$ cat src/rtl/mem_pkg.sv
// Shared state encoding, RV64 load/store funct3 codes and the alignment rule
// for the MEM-stage access unit.
package mem_pkg;

  typedef enum logic [1:0] {
    IDLE = 2'd0,
    REQ  = 2'd1,
    DONE = 2'd2
  } state_e;

  localparam logic [2:0] F3_B   = 3'b000;
  localparam logic [2:0] F3_H   = 3'b001;
  localparam logic [2:0] F3_W   = 3'b010;
  localparam logic [2:0] F3_D   = 3'b011;
  localparam logic [2:0] F3_BU  = 3'b100;
  localparam logic [2:0] F3_HU  = 3'b101;
  localparam logic [2:0] F3_WU  = 3'b110;
  localparam logic [2:0] F3_BAD = 3'b111;

  // funct3[1:0] encodes the access size for both loads and stores.
  function automatic logic is_aligned(input logic [2:0] funct3, input logic [2:0] offset);
    case (funct3[1:0])
      2'b00:   is_aligned = 1'b1;
      2'b01:   is_aligned = ~offset[0];
      2'b10:   is_aligned = (offset[1:0] == 2'b00);
      default: is_aligned = (offset == 3'b000);
    endcase
  endfunction

endpackage

$ cat src/rtl/mem_access_unit_if.sv
// Request/acknowledge data-memory bus between the MEM stage (master) and the
// data memory (slave).
interface mem_access_unit_if #(
  parameter int XLEN = 64
);
  logic            mem_req;
  logic            mem_we;
  logic [XLEN-1:0] mem_addr;
  logic [XLEN-1:0] mem_wdata;
  logic [7:0]      mem_wstrb;
  logic            mem_ack;
  logic [XLEN-1:0] mem_rdata;

  modport master (
    output mem_req, mem_we, mem_addr, mem_wdata, mem_wstrb,
    input  mem_ack, mem_rdata
  );

  modport slave (
    input  mem_req, mem_we, mem_addr, mem_wdata, mem_wstrb,
    output mem_ack, mem_rdata
  );
endinterface

$ cat src/rtl/mem_lane_align.sv
// Combinational byte-lane steering: store strobes/data shift, load extraction
// with sign/zero extension, and illegal-access detection.
module mem_lane_align
  import mem_pkg::*;
#(
  parameter int XLEN = 64
) (
  input  logic [2:0]      offset_i,
  input  logic [2:0]      funct3_i,
  input  logic            is_store_i,
  input  logic [XLEN-1:0] wdata_i,
  input  logic [XLEN-1:0] rdata_i,
  output logic [7:0]      wstrb_o,
  output logic [XLEN-1:0] wdata_o,
  output logic [XLEN-1:0] load_o,
  output logic            illegal_o
);

  logic [XLEN-1:0] rdata_sh;

  assign wdata_o  = wdata_i << {offset_i, 3'b000};
  assign rdata_sh = rdata_i >> {offset_i, 3'b000};

  assign illegal_o = (funct3_i == F3_BAD)
                   | (is_store_i & funct3_i[2])
                   | ~is_aligned(funct3_i, offset_i);

  always_comb begin
    case (funct3_i[1:0])
      2'b00:   wstrb_o = 8'h01 << offset_i;
      2'b01:   wstrb_o = 8'h03 << offset_i;
      2'b10:   wstrb_o = 8'h0F << offset_i;
      default: wstrb_o = 8'hFF;
    endcase
  end

  // NOTE: every always_comb output gets a value on every path (default arm here)
  // so no latch is inferred.
  always_comb begin
    case (funct3_i)
      F3_B:    load_o = {{(XLEN-8){rdata_sh[7]}},   rdata_sh[7:0]};
      F3_H:    load_o = {{(XLEN-16){rdata_sh[15]}}, rdata_sh[15:0]};
      F3_W:    load_o = {{(XLEN-32){rdata_sh[31]}}, rdata_sh[31:0]};
      F3_D:    load_o = rdata_sh;
      F3_BU:   load_o = {{(XLEN-8){1'b0}},  rdata_sh[7:0]};
      F3_HU:   load_o = {{(XLEN-16){1'b0}}, rdata_sh[15:0]};
      F3_WU:   load_o = {{(XLEN-32){1'b0}}, rdata_sh[31:0]};
      default: load_o = '0;
    endcase
  end

endmodule

$ cat src/rtl/mem_access_unit.sv
// MEM-stage responder: turns one EX/MEM load/store into one req/ack bus
// transaction, stalling the pipeline until it completes or faults.
module mem_access_unit
  import mem_pkg::*;
#(
  parameter int XLEN           = 64,
  parameter int TIMEOUT_CYCLES = 255
) (
  input  logic            clk,
  input  logic            reset,
  input  logic            MemRead_in,
  input  logic            MemWrite_in,
  input  logic [XLEN-1:0] Addr_in,
  input  logic [XLEN-1:0] WData_in,
  input  logic [2:0]      Funct3_in,
  output logic            Stall,
  output logic [XLEN-1:0] LoadData,
  output logic            LoadValid,
  output logic            Done,
  output logic            AccessErr,
  output logic            BusErr,
  mem_access_unit_if.master bus
);

  localparam int CNT_W = (TIMEOUT_CYCLES > 1) ? $clog2(TIMEOUT_CYCLES) : 1;
  localparam logic [CNT_W-1:0] CNT_LAST = CNT_W'(TIMEOUT_CYCLES - 1);

  state_e          state_q, state_d;
  logic [CNT_W-1:0] cnt_q, cnt_d;
  logic            req_q, req_d;
  logic            we_q, we_d;
  logic [XLEN-1:0] addr_q, addr_d;
  logic [XLEN-1:0] wdata_q, wdata_d;
  logic [7:0]      wstrb_q, wstrb_d;
  logic [2:0]      off_q, off_d;
  logic [2:0]      f3_q, f3_d;
  logic [XLEN-1:0] load_data_q, load_data_d;
  logic            load_valid_q, load_valid_d;
  logic            done_q, done_d;
  logic            access_err_q, access_err_d;
  logic            bus_err_q, bus_err_d;

  logic            access;
  logic            illegal;
  logic            timeout_hit;
  logic [2:0]      lane_off;
  logic [2:0]      lane_f3;
  logic [7:0]      lane_wstrb;
  logic [XLEN-1:0] lane_wdata;
  logic [XLEN-1:0] lane_load;
  logic            lane_illegal;

  // While idle the lanes decode the incoming instruction; afterwards they use
  // the latched offset/funct3 to extract the returning read data.
  assign lane_off = (state_q == IDLE) ? Addr_in[2:0] : off_q;
  assign lane_f3  = (state_q == IDLE) ? Funct3_in    : f3_q;

  mem_lane_align #(.XLEN(XLEN)) u_lane (
    .offset_i   (lane_off),
    .funct3_i   (lane_f3),
    .is_store_i (MemWrite_in),
    .wdata_i    (WData_in),
    .rdata_i    (bus.mem_rdata),
    .wstrb_o    (lane_wstrb),
    .wdata_o    (lane_wdata),
    .load_o     (lane_load),
    .illegal_o  (lane_illegal)
  );

  assign access      = MemRead_in | MemWrite_in;
  assign illegal     = lane_illegal | (MemRead_in & MemWrite_in);
  assign timeout_hit = (TIMEOUT_CYCLES != 0) && (cnt_q == CNT_LAST);

  // NOTE: sequential state uses non-blocking assignments only, so every
  // register samples the pre-edge values of the others.
  always_ff @(posedge clk or posedge reset) begin
    if (reset) begin
      state_q      <= IDLE;
      cnt_q        <= '0;
      req_q        <= 1'b0;
      we_q         <= 1'b0;
      addr_q       <= '0;
      wdata_q      <= '0;
      wstrb_q      <= '0;
      off_q        <= '0;
      f3_q         <= '0;
      load_data_q  <= '0;
      load_valid_q <= 1'b0;
      done_q       <= 1'b0;
      access_err_q <= 1'b0;
      bus_err_q    <= 1'b0;
    end else begin
      state_q      <= state_d;
      cnt_q        <= cnt_d;
      req_q        <= req_d;
      we_q         <= we_d;
      addr_q       <= addr_d;
      wdata_q      <= wdata_d;
      wstrb_q      <= wstrb_d;
      off_q        <= off_d;
      f3_q         <= f3_d;
      load_data_q  <= load_data_d;
      load_valid_q <= load_valid_d;
      done_q       <= done_d;
      access_err_q <= access_err_d;
      bus_err_q    <= bus_err_d;
    end
  end

  always_comb begin
    state_d      = state_q;
    cnt_d        = cnt_q;
    req_d        = req_q;
    we_d         = we_q;
    addr_d       = addr_q;
    wdata_d      = wdata_q;
    wstrb_d      = wstrb_q;
    off_d        = off_q;
    f3_d         = f3_q;
    load_data_d  = load_data_q;
    load_valid_d = 1'b0;
    done_d       = 1'b0;
    access_err_d = 1'b0;
    bus_err_d    = 1'b0;

    unique case (state_q)
      IDLE: begin
        if (access) begin
          if (illegal) begin
            state_d      = DONE;
            done_d       = 1'b1;
            access_err_d = 1'b1;
            load_data_d  = '0;
          end else begin
            state_d = REQ;
            cnt_d   = '0;
            req_d   = 1'b1;
            we_d    = MemWrite_in;
            addr_d  = {Addr_in[XLEN-1:3], 3'b000};
            wdata_d = lane_wdata;
            wstrb_d = MemWrite_in ? lane_wstrb : 8'h00;
            off_d   = Addr_in[2:0];
            f3_d    = Funct3_in;
          end
        end
      end
      REQ: begin
        // An ack in the final allowed cycle still completes normally.
        if (bus.mem_ack) begin
          state_d      = DONE;
          req_d        = 1'b0;
          done_d       = 1'b1;
          if (!we_q) begin
            load_data_d  = lane_load;
            load_valid_d = 1'b1;
          end
        end else if (timeout_hit) begin
          state_d     = DONE;
          req_d       = 1'b0;
          done_d      = 1'b1;
          bus_err_d   = 1'b1;
          load_data_d = '0;
        end else begin
          cnt_d = cnt_q + CNT_W'(1);
        end
      end
      DONE:    state_d = IDLE;
      default: state_d = IDLE;
    endcase
  end

  always_comb begin
    Stall = 1'b0;
    if (!reset) begin
      unique case (state_q)
        IDLE:    Stall = access;
        REQ:     Stall = 1'b1;
        default: Stall = 1'b0;
      endcase
    end
  end

  assign bus.mem_req   = req_q;
  assign bus.mem_we    = we_q;
  assign bus.mem_addr  = addr_q;
  assign bus.mem_wdata = wdata_q;
  assign bus.mem_wstrb = wstrb_q;

  assign LoadData  = load_data_q;
  assign LoadValid = load_valid_q;
  assign Done      = done_q;
  assign AccessErr = access_err_q;
  assign BusErr    = bus_err_q;

endmodule

$ cat src/flat_wrapper.sv
// flat-port wrapper written by rule: the top's interface ports become plain ports
module mem_access_unit_flat import mem_pkg::*;
#(
  parameter int XLEN           = 64,
  parameter int TIMEOUT_CYCLES = 255
)
  (clk, reset, MemRead_in, MemWrite_in, Addr_in, WData_in, Funct3_in, Stall, LoadData, LoadValid, Done, AccessErr, BusErr, bus_mem_req, bus_mem_we, bus_mem_addr, bus_mem_wdata, bus_mem_wstrb, bus_mem_ack, bus_mem_rdata);
  mem_access_unit_if #(.XLEN(XLEN)) bus_i ();
  input  logic clk;
  input  logic reset;
  input  logic MemRead_in;
  input  logic MemWrite_in;
  input  logic [XLEN-1:0] Addr_in;
  input  logic [XLEN-1:0] WData_in;
  input  logic [2:0] Funct3_in;
  output logic Stall;
  output logic [XLEN-1:0] LoadData;
  output logic LoadValid;
  output logic Done;
  output logic AccessErr;
  output logic BusErr;
  output wire logic [$bits(bus_i.mem_req)-1:0] bus_mem_req;
  output wire logic [$bits(bus_i.mem_we)-1:0] bus_mem_we;
  output wire logic [$bits(bus_i.mem_addr)-1:0] bus_mem_addr;
  output wire logic [$bits(bus_i.mem_wdata)-1:0] bus_mem_wdata;
  output wire logic [$bits(bus_i.mem_wstrb)-1:0] bus_mem_wstrb;
  input wire logic [$bits(bus_i.mem_ack)-1:0] bus_mem_ack;
  input wire logic [$bits(bus_i.mem_rdata)-1:0] bus_mem_rdata;
  assign bus_mem_req = bus_i.mem_req;
  assign bus_mem_we = bus_i.mem_we;
  assign bus_mem_addr = bus_i.mem_addr;
  assign bus_mem_wdata = bus_i.mem_wdata;
  assign bus_mem_wstrb = bus_i.mem_wstrb;
  assign bus_i.mem_ack = bus_mem_ack;
  assign bus_i.mem_rdata = bus_mem_rdata;
  mem_access_unit #(.XLEN(XLEN), .TIMEOUT_CYCLES(TIMEOUT_CYCLES)) u_core (.clk(clk), .reset(reset), .MemRead_in(MemRead_in), .MemWrite_in(MemWrite_in), .Addr_in(Addr_in), .WData_in(WData_in), .Funct3_in(Funct3_in), .Stall(Stall), .LoadData(LoadData), .LoadValid(LoadValid), .Done(Done), .AccessErr(AccessErr), .BusErr(BusErr), .bus(bus_i));
endmodule
$ cat config.mk
export PLATFORM = sky130hd
export DESIGN_NAME = mem_access_unit_flat
export DESIGN_NICKNAME = d
export VERILOG_FILES = /design/src/rtl/mem_pkg.sv /design/src/rtl/mem_access_unit_if.sv /design/src/rtl/mem_lane_align.sv /design/src/rtl/mem_access_unit.sv /design/src/flat_wrapper.sv
export SDC_FILE = /design/constraint.sdc
export NUM_CORES = 1
export LEC_CHECK = 0
export ABC_AREA = 1
export CAP_MARGIN = 20
export CORE_MARGIN = 5
export CORE_UTILIZATION = 26
export CTS_BUF_LIST = sky130_fd_sc_hd__clkbuf_8
export DETAILED_ROUTE_END_ITERATION = 12
export HOLD_SLACK_MARGIN = 0.08
export SLEW_MARGIN = 0
export SYNTH_ARGS = -nofsm -noshare
export SYNTH_HDL_FRONTEND = slang
export SYNTH_HIERARCHICAL = 1
export SYNTH_SLANG_ARGS = --single-unit
$ cat constraint.sdc
create_clock -name clk -period 8.8 [get_ports clk]
set_clock_uncertainty 0.15 [all_clocks]
set_input_delay 1.76 -clock clk [delete_from_list [all_inputs] [get_ports clk]]
set_output_delay 1.76 -clock clk [all_outputs]
set_load 0.05 [all_outputs]
==> flow_summary.json, run 1 <==
{
  "buffers_excl_clock": 424,
  "warnings": 35,
  "antenna_found_initial": 4,
  "hp-start": "u_core/LoadData[62]$_DFFE_PP0P_",
  "status": "finished clean",
  "comb_area_frac": 0.361,
  "flop_cell": "dfrtp_1",
  "drt-met1-wl_um": 24200,
  "r2r-start": "u_core/state_q[0]$_DFFE_PP0P_",
  "drive_above_1_share": 0.0564,
  "vias_per_cell": 4.81,
  "largest_class": "logic gates",
  "cts-root-buf": "clkbuf_8",
  "clk_pin_slew_ps": 60,
  "dp_slack_ps": 2420,
  "enable_flop_cells": 0,
  "intPower_mw": 3.52,
  "min-delay-path-class": "reg2reg",
  "p_comb_mw": 5.22,
  "yosys.stat.seqShare": 0.410,
  "slowest_delay_ps": 810,
  "synth_warnings": 6,
  "dp.cells": 2946,
  "switching_share": 0.557,
  "yosys.area.top_type_share": 0.410,
  "setup_tns_ps": 0,
  "endpoint": "Stall",
  "cp_num_buf_inv": 2,
  "hold_ws_ps": 318,
  "synthArstFlopShare": 1.00,
  "num-multi-input-gates": 1529,
  "synth-area-yosys_um2": 13400,
  "worst_pin_slew_ps": 1090,
  "period_minus_slack_ps": 5690,
  "cpLargestDelayFamily": "buffers and inverters",
  "place.port_buffers": 403,
  "grt_pass1_wl_um": 88600,
  "mi_logic_area_um2": 6720,
  "finalClockPeriodUsage": 0.646,
  "seq_cell_power_mw": 1.57,
  "cp-start-kind": "primary input",
  "busiest_layer": "met2",
  "cts_inserted_buffers": 42,
  "bufAreaShareNonClock": 0.228,
  "synthMostInstantiatedCell": "nand2_1",
  "routed-wl-met2_um": 27500,
  "ys_sh_adder": 0.00749,
  "arrival_ps": 3780,
  "power.group.top": "combinational logic",
  "wl_met3_um": 4300,
  "slowest_stage": "clkdlybuf4s50_1",
  "placed_area_um2": 17600,
  "rsz0062_at_grt": "false",
  "power_frac_seq": 0.198,
  "post_cts_buffers": 0,
  "power.density_nw_per_um2": 427,
  "clk_path_buf_depth": 3,
  "drt-initial-drc-count": 1200,
  "synth_cell_types": 37,
  "place_congestion": 0.877,
  "crit_cells": 6,
  "netlist_instances": 1983,
  "inverters": 95,
  "ant_nets": 0,
  "final_common_cell": "nand2_1",
  "fin_ws_ps": 3110,
  "worstPathRequired_ps": 6890,
  "cap_violations": 0,
  "die_area_um2": 56100,
  "taps": 680,
  "grt_pass1_vias": 14654,
  "clkCellAreaFrac": 0.0509,
  "lay_top_cells": "nand2_1, clkdlybuf4s50_1, dfrtp_1, nor2_1, nand3_1",
  "setup_viol": 0,
  "fin_nets": 2519,
  "fill_cells": 5495,
  "topCellsByArea": "dfrtp_1, nand2_1, nand3_1",
  "p_leak_nw": 8.94,
  "path_cells": "clkdlybuf4s50_1 > nor2_1 > nand2_1 > nand2_1 > nor2_1 > clkdlybuf4s50_1",
  "grtUsageMet1": 0.257,
  "cts_resized": 0,
  "top_logic_kind": "simple AND/OR/NAND/NOR gates",
  "fp_util": 0.262,
  "holdBufCountCts": 0,
  "ff2ff_path_depth": 17,
  "holdPathEnd": "u_core/LoadData[62]$_DFFE_PP0P_",
  "crit_start": "MemWrite_in",
  "cp-end-kind": "output pin",
  "seq_cells": 219,
  "cts-htree-levels": 2,
  "overflow": 0,
  "power.total_mw": 7.95,
  "tritoncts": "built",
  "n_antenna_cell": 3,
  "wire_per_inst_um": 19.1,
  "simple_gate_share": 0.395,
  "layout.cells.non_filler": 3024,
  "ys_cells": 1983,
  "pin_count": 407,
  "regArea_um2": 5480,
  "synth_area_leader_cell": "dfrtp_1",
  "cts_sinks": 219,
  "num_vias": 14548,
  "highest_layer": "met5",
  "grt_max_degree": 102,
  "ff2ff_setup_slack_ps": 3920,
  "yosys.area_share.aoi": 0.0955,
  "rr_endpoint": "u_core/bus.mem_addr[56]$_DFFE_PP0P_",
  "syn2layout_area_growth_pct": 39.3,
  "track_usage": 0.199,
  "critical_path_class": "in2out",
  "power.switching_mw": 4.43,
  "muxShareOfSynthArea": 0,
  "fmax_ghz": 0.176,
  "synthesis.area_um2": 13400,
  "use_met2": 0.332,
  "critical_path.max_fanout": 12,
  "drc": 0,
  "use_met3": 0.0503,
  "p_comb_frac": 0.657,
  "relSlewSlack": 0.272,
  "finalWirelength_um": 57800,
  "final-max-slew-violation-count": 0,
  "firstDrtPassIters": 6,
  "top_cells_by_count": "nand2_1, dfrtp_1, nor2_1, nand3_1, o21ai_0",
  "numSynthFlops": 219,
  "dp_hpwl_um": 42100,
  "final_hold_viol_count": 0,
  "synth_area_per_cell_um2": 6.74,
  "synthXorXnorAreaFrac": 0.000655,
  "holdPathStages": 2
}
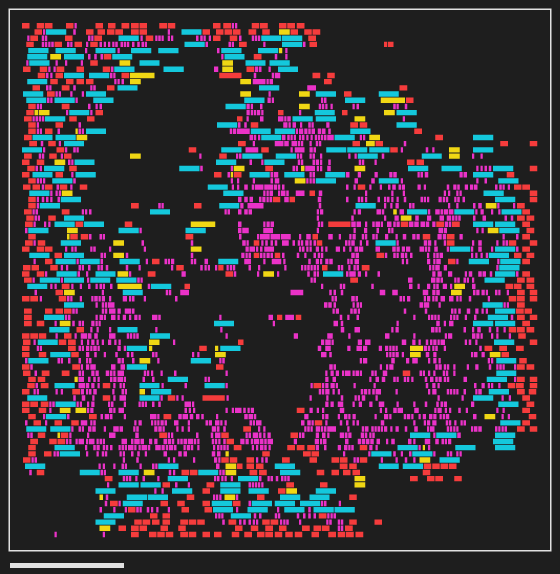
*Placed cells, one colour a class, run 1*
Bar = 50 µm.
| colour | class | cells | share of their area |
|---|---|---|---|
| red | other buffers and delay cells | 424 | 24% |
| cyan | flip-flops | 219 | 31% |
| yellow | clock drivers and dummy loads | 74 | 5.3% |
| magenta | all other logic | 1,624 | 40% |
flop share of the area: 0.294
# rows: 83
core area: 51,100 µm²
Final Core Density: 0.365
Design Area, Final: 18,600 µm²

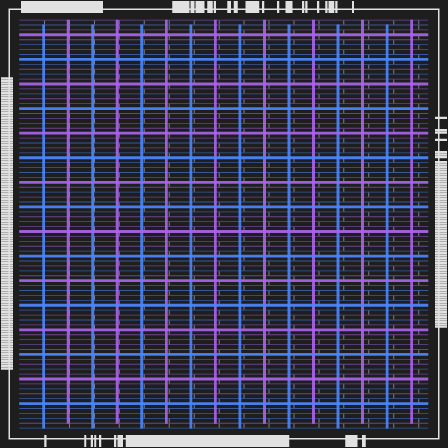
*Floorplan with the power grid, run 1*
Pins as bars on the die edge. Tap cells in grey.
| colour | net |
|---|---|
| blue | VSS |
| purple | VDD |
tap cells: 680
met5 straps: 16
rows: 83
Peak VDD IR: 245 µV
die span in x: 237 µm
die height: 237 µm

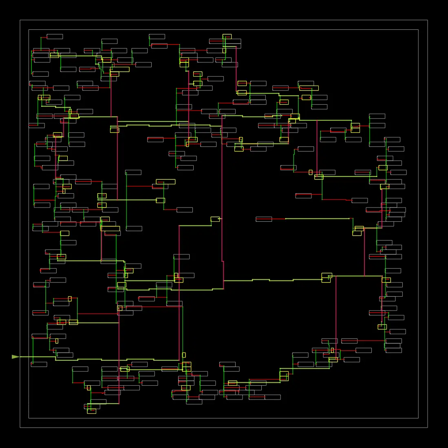
*Clock nets, run 1*
clk pwr: 1.15 mW
clock buffer count: 53

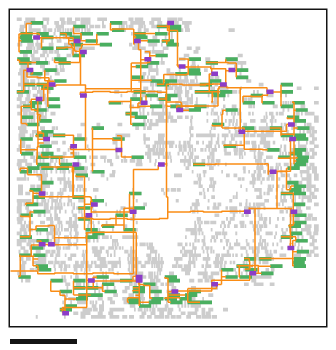
*Clock network drawn from the DEF, run 1*
Bar = 50 µm.
[green] flip-flops | count: 219
[orange] clock wires | length: 4,060 µm
[purple] cells driving clock nets | count: 42
flops lie: widely spread
clock latency on the worst-skew pair: 610 ps
clock share of power: 0.145

### Selected gate families, run 1

Bar = 50 µm.
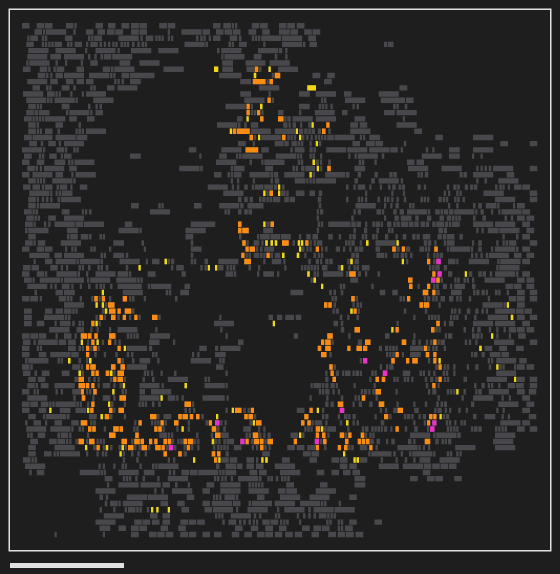

==> run 2, diff against run 1 <==
==> constraint.sdc (replaced) <==
create_clock -name clk -period 4.9 [get_ports clk]
set_clock_uncertainty 0.15 [all_clocks]
set_input_delay 0.98 -clock clk [delete_from_list [all_inputs] [get_ports clk]]
set_output_delay 0.98 -clock clk [all_outputs]
set_load 0.05 [all_outputs]
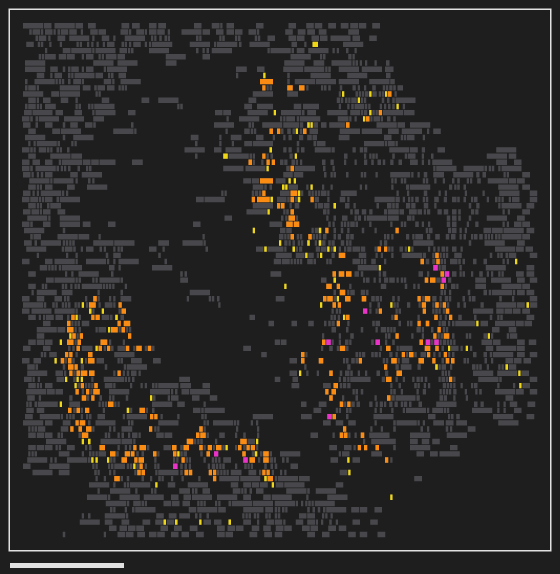
*Selected gate families, run 2*
Bar = 50 µm.
| colour | family | cells | most used |
|---|---|---|---|
| yellow | inverters | 95 | inv_1 |
| orange | inverting AOI/OAI gates | 215 | o21ai_0 |
| magenta | AND and OR gates | 12 | or2_2 |
logic share of the area: 0.360
non-filler instance count after layout: 3,038

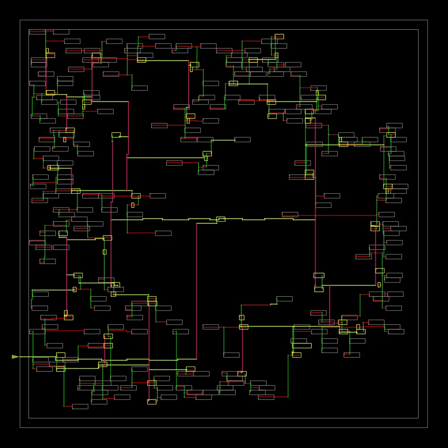
*Clock nets, run 2*
CTS Buf Count: 43
seq_cells: 219

==> flow_summary.json, run 2 <==
{
  "firstDrtPassIters": 7,
  "ys_cells": 1983,
  "critical_path.max_fanout": 12,
  "finalWirelength_um": 57500,
  "clock.latency.late_pin_ps": 620,
  "period_minus_slack_ps": 3960,
  "antenna_found_initial": 4,
  "top_logic_kind": "simple AND/OR/NAND/NOR gates",
  "clk_path_buf_depth": 3,
  "p_clk_mw": 1.87,
  "ff2ff_path_depth": 15,
  "rows": 83,
  "placed_area_um2": 17800,
  "crit_cells": 7,
  "die_h_um": 237,
  "rr_endpoint": "u_core/bus.mem_addr[56]$_DFFE_PP0P_",
  "topCellsByArea": "dfrtp_1, nand2_1, nand3_1",
  "yosys.area_share.aoi": 0.0955,
  "critical_path_class": "in2out",
  "slowest_stage": "clkdlybuf4s50_1",
  "status": "finished clean",
  "synthArstFlopShare": 1.00,
  "muxShareOfSynthArea": 0,
  "drc": 0,
  "ant_nets": 0,
  "cts-htree-levels": 2,
  "fp_util": 0.262,
  "simple_gate_share": 0.395,
  "holdBufCountCts": 0,
  "drt-initial-drc-count": 1222,
  "arrival_ps": 2830,
  "yosys.stat.seqShare": 0.410,
  "dp_slack_ps": 880,
  "worstPathRequired_ps": 3770,
  "dp_hpwl_um": 42300,
  "power.total_mw": 14.1,
  "final_hold_viol_count": 0,
  "ff2ff_setup_slack_ps": 1370,
  "highest_layer": "met5",
  "min-delay-path-class": "reg2reg",
  "worst_pin_slew_ps": 871,
  "largest_class": "logic gates",
  "fill_cells": 5525,
  "setup_viol": 0,
  "synthXorXnorAreaFrac": 0.000655,
  "cp-start-kind": "primary input",
  "final-max-slew-violation-count": 0,
  "power_frac_seq": 0.198,
  "cap_violations": 0,
  "clk_pin_slew_ps": 50,
  "fin_ws_ps": 942,
  "overflow": 0,
  "routed-wl-met2_um": 27600,
  "finalCoreUtilization": 0.366,
  "busiest_layer": "met2",
  "drive_above_1_share": 0.0598,
  "post_cts_buffers": 0,
  "netlist_instances": 1983,
  "drt-met1-wl_um": 22800,
  "synth_warnings": 6,
  "dp.cells": 2963,
  "synth-area-yosys_um2": 13400,
  "holdPathStages": 2,
  "n_antenna_cell": 2,
  "cpLargestDelayFamily": "buffers and inverters",
  "path_cells": "clkdlybuf4s50_1 > buf_4 > nor2_1 > nand2_1 > nand2_1 > nor2_1 > clkdlybuf4s50_1",
  "endpoint": "Stall",
  "grt_max_degree": 151,
  "enable_flop_cells": 0,
  "warnings": 36,
  "synthesis.area_um2": 13400,
  "wire_per_inst_um": 18.9
}
Power is estimated from default activity; no workload was simulated.
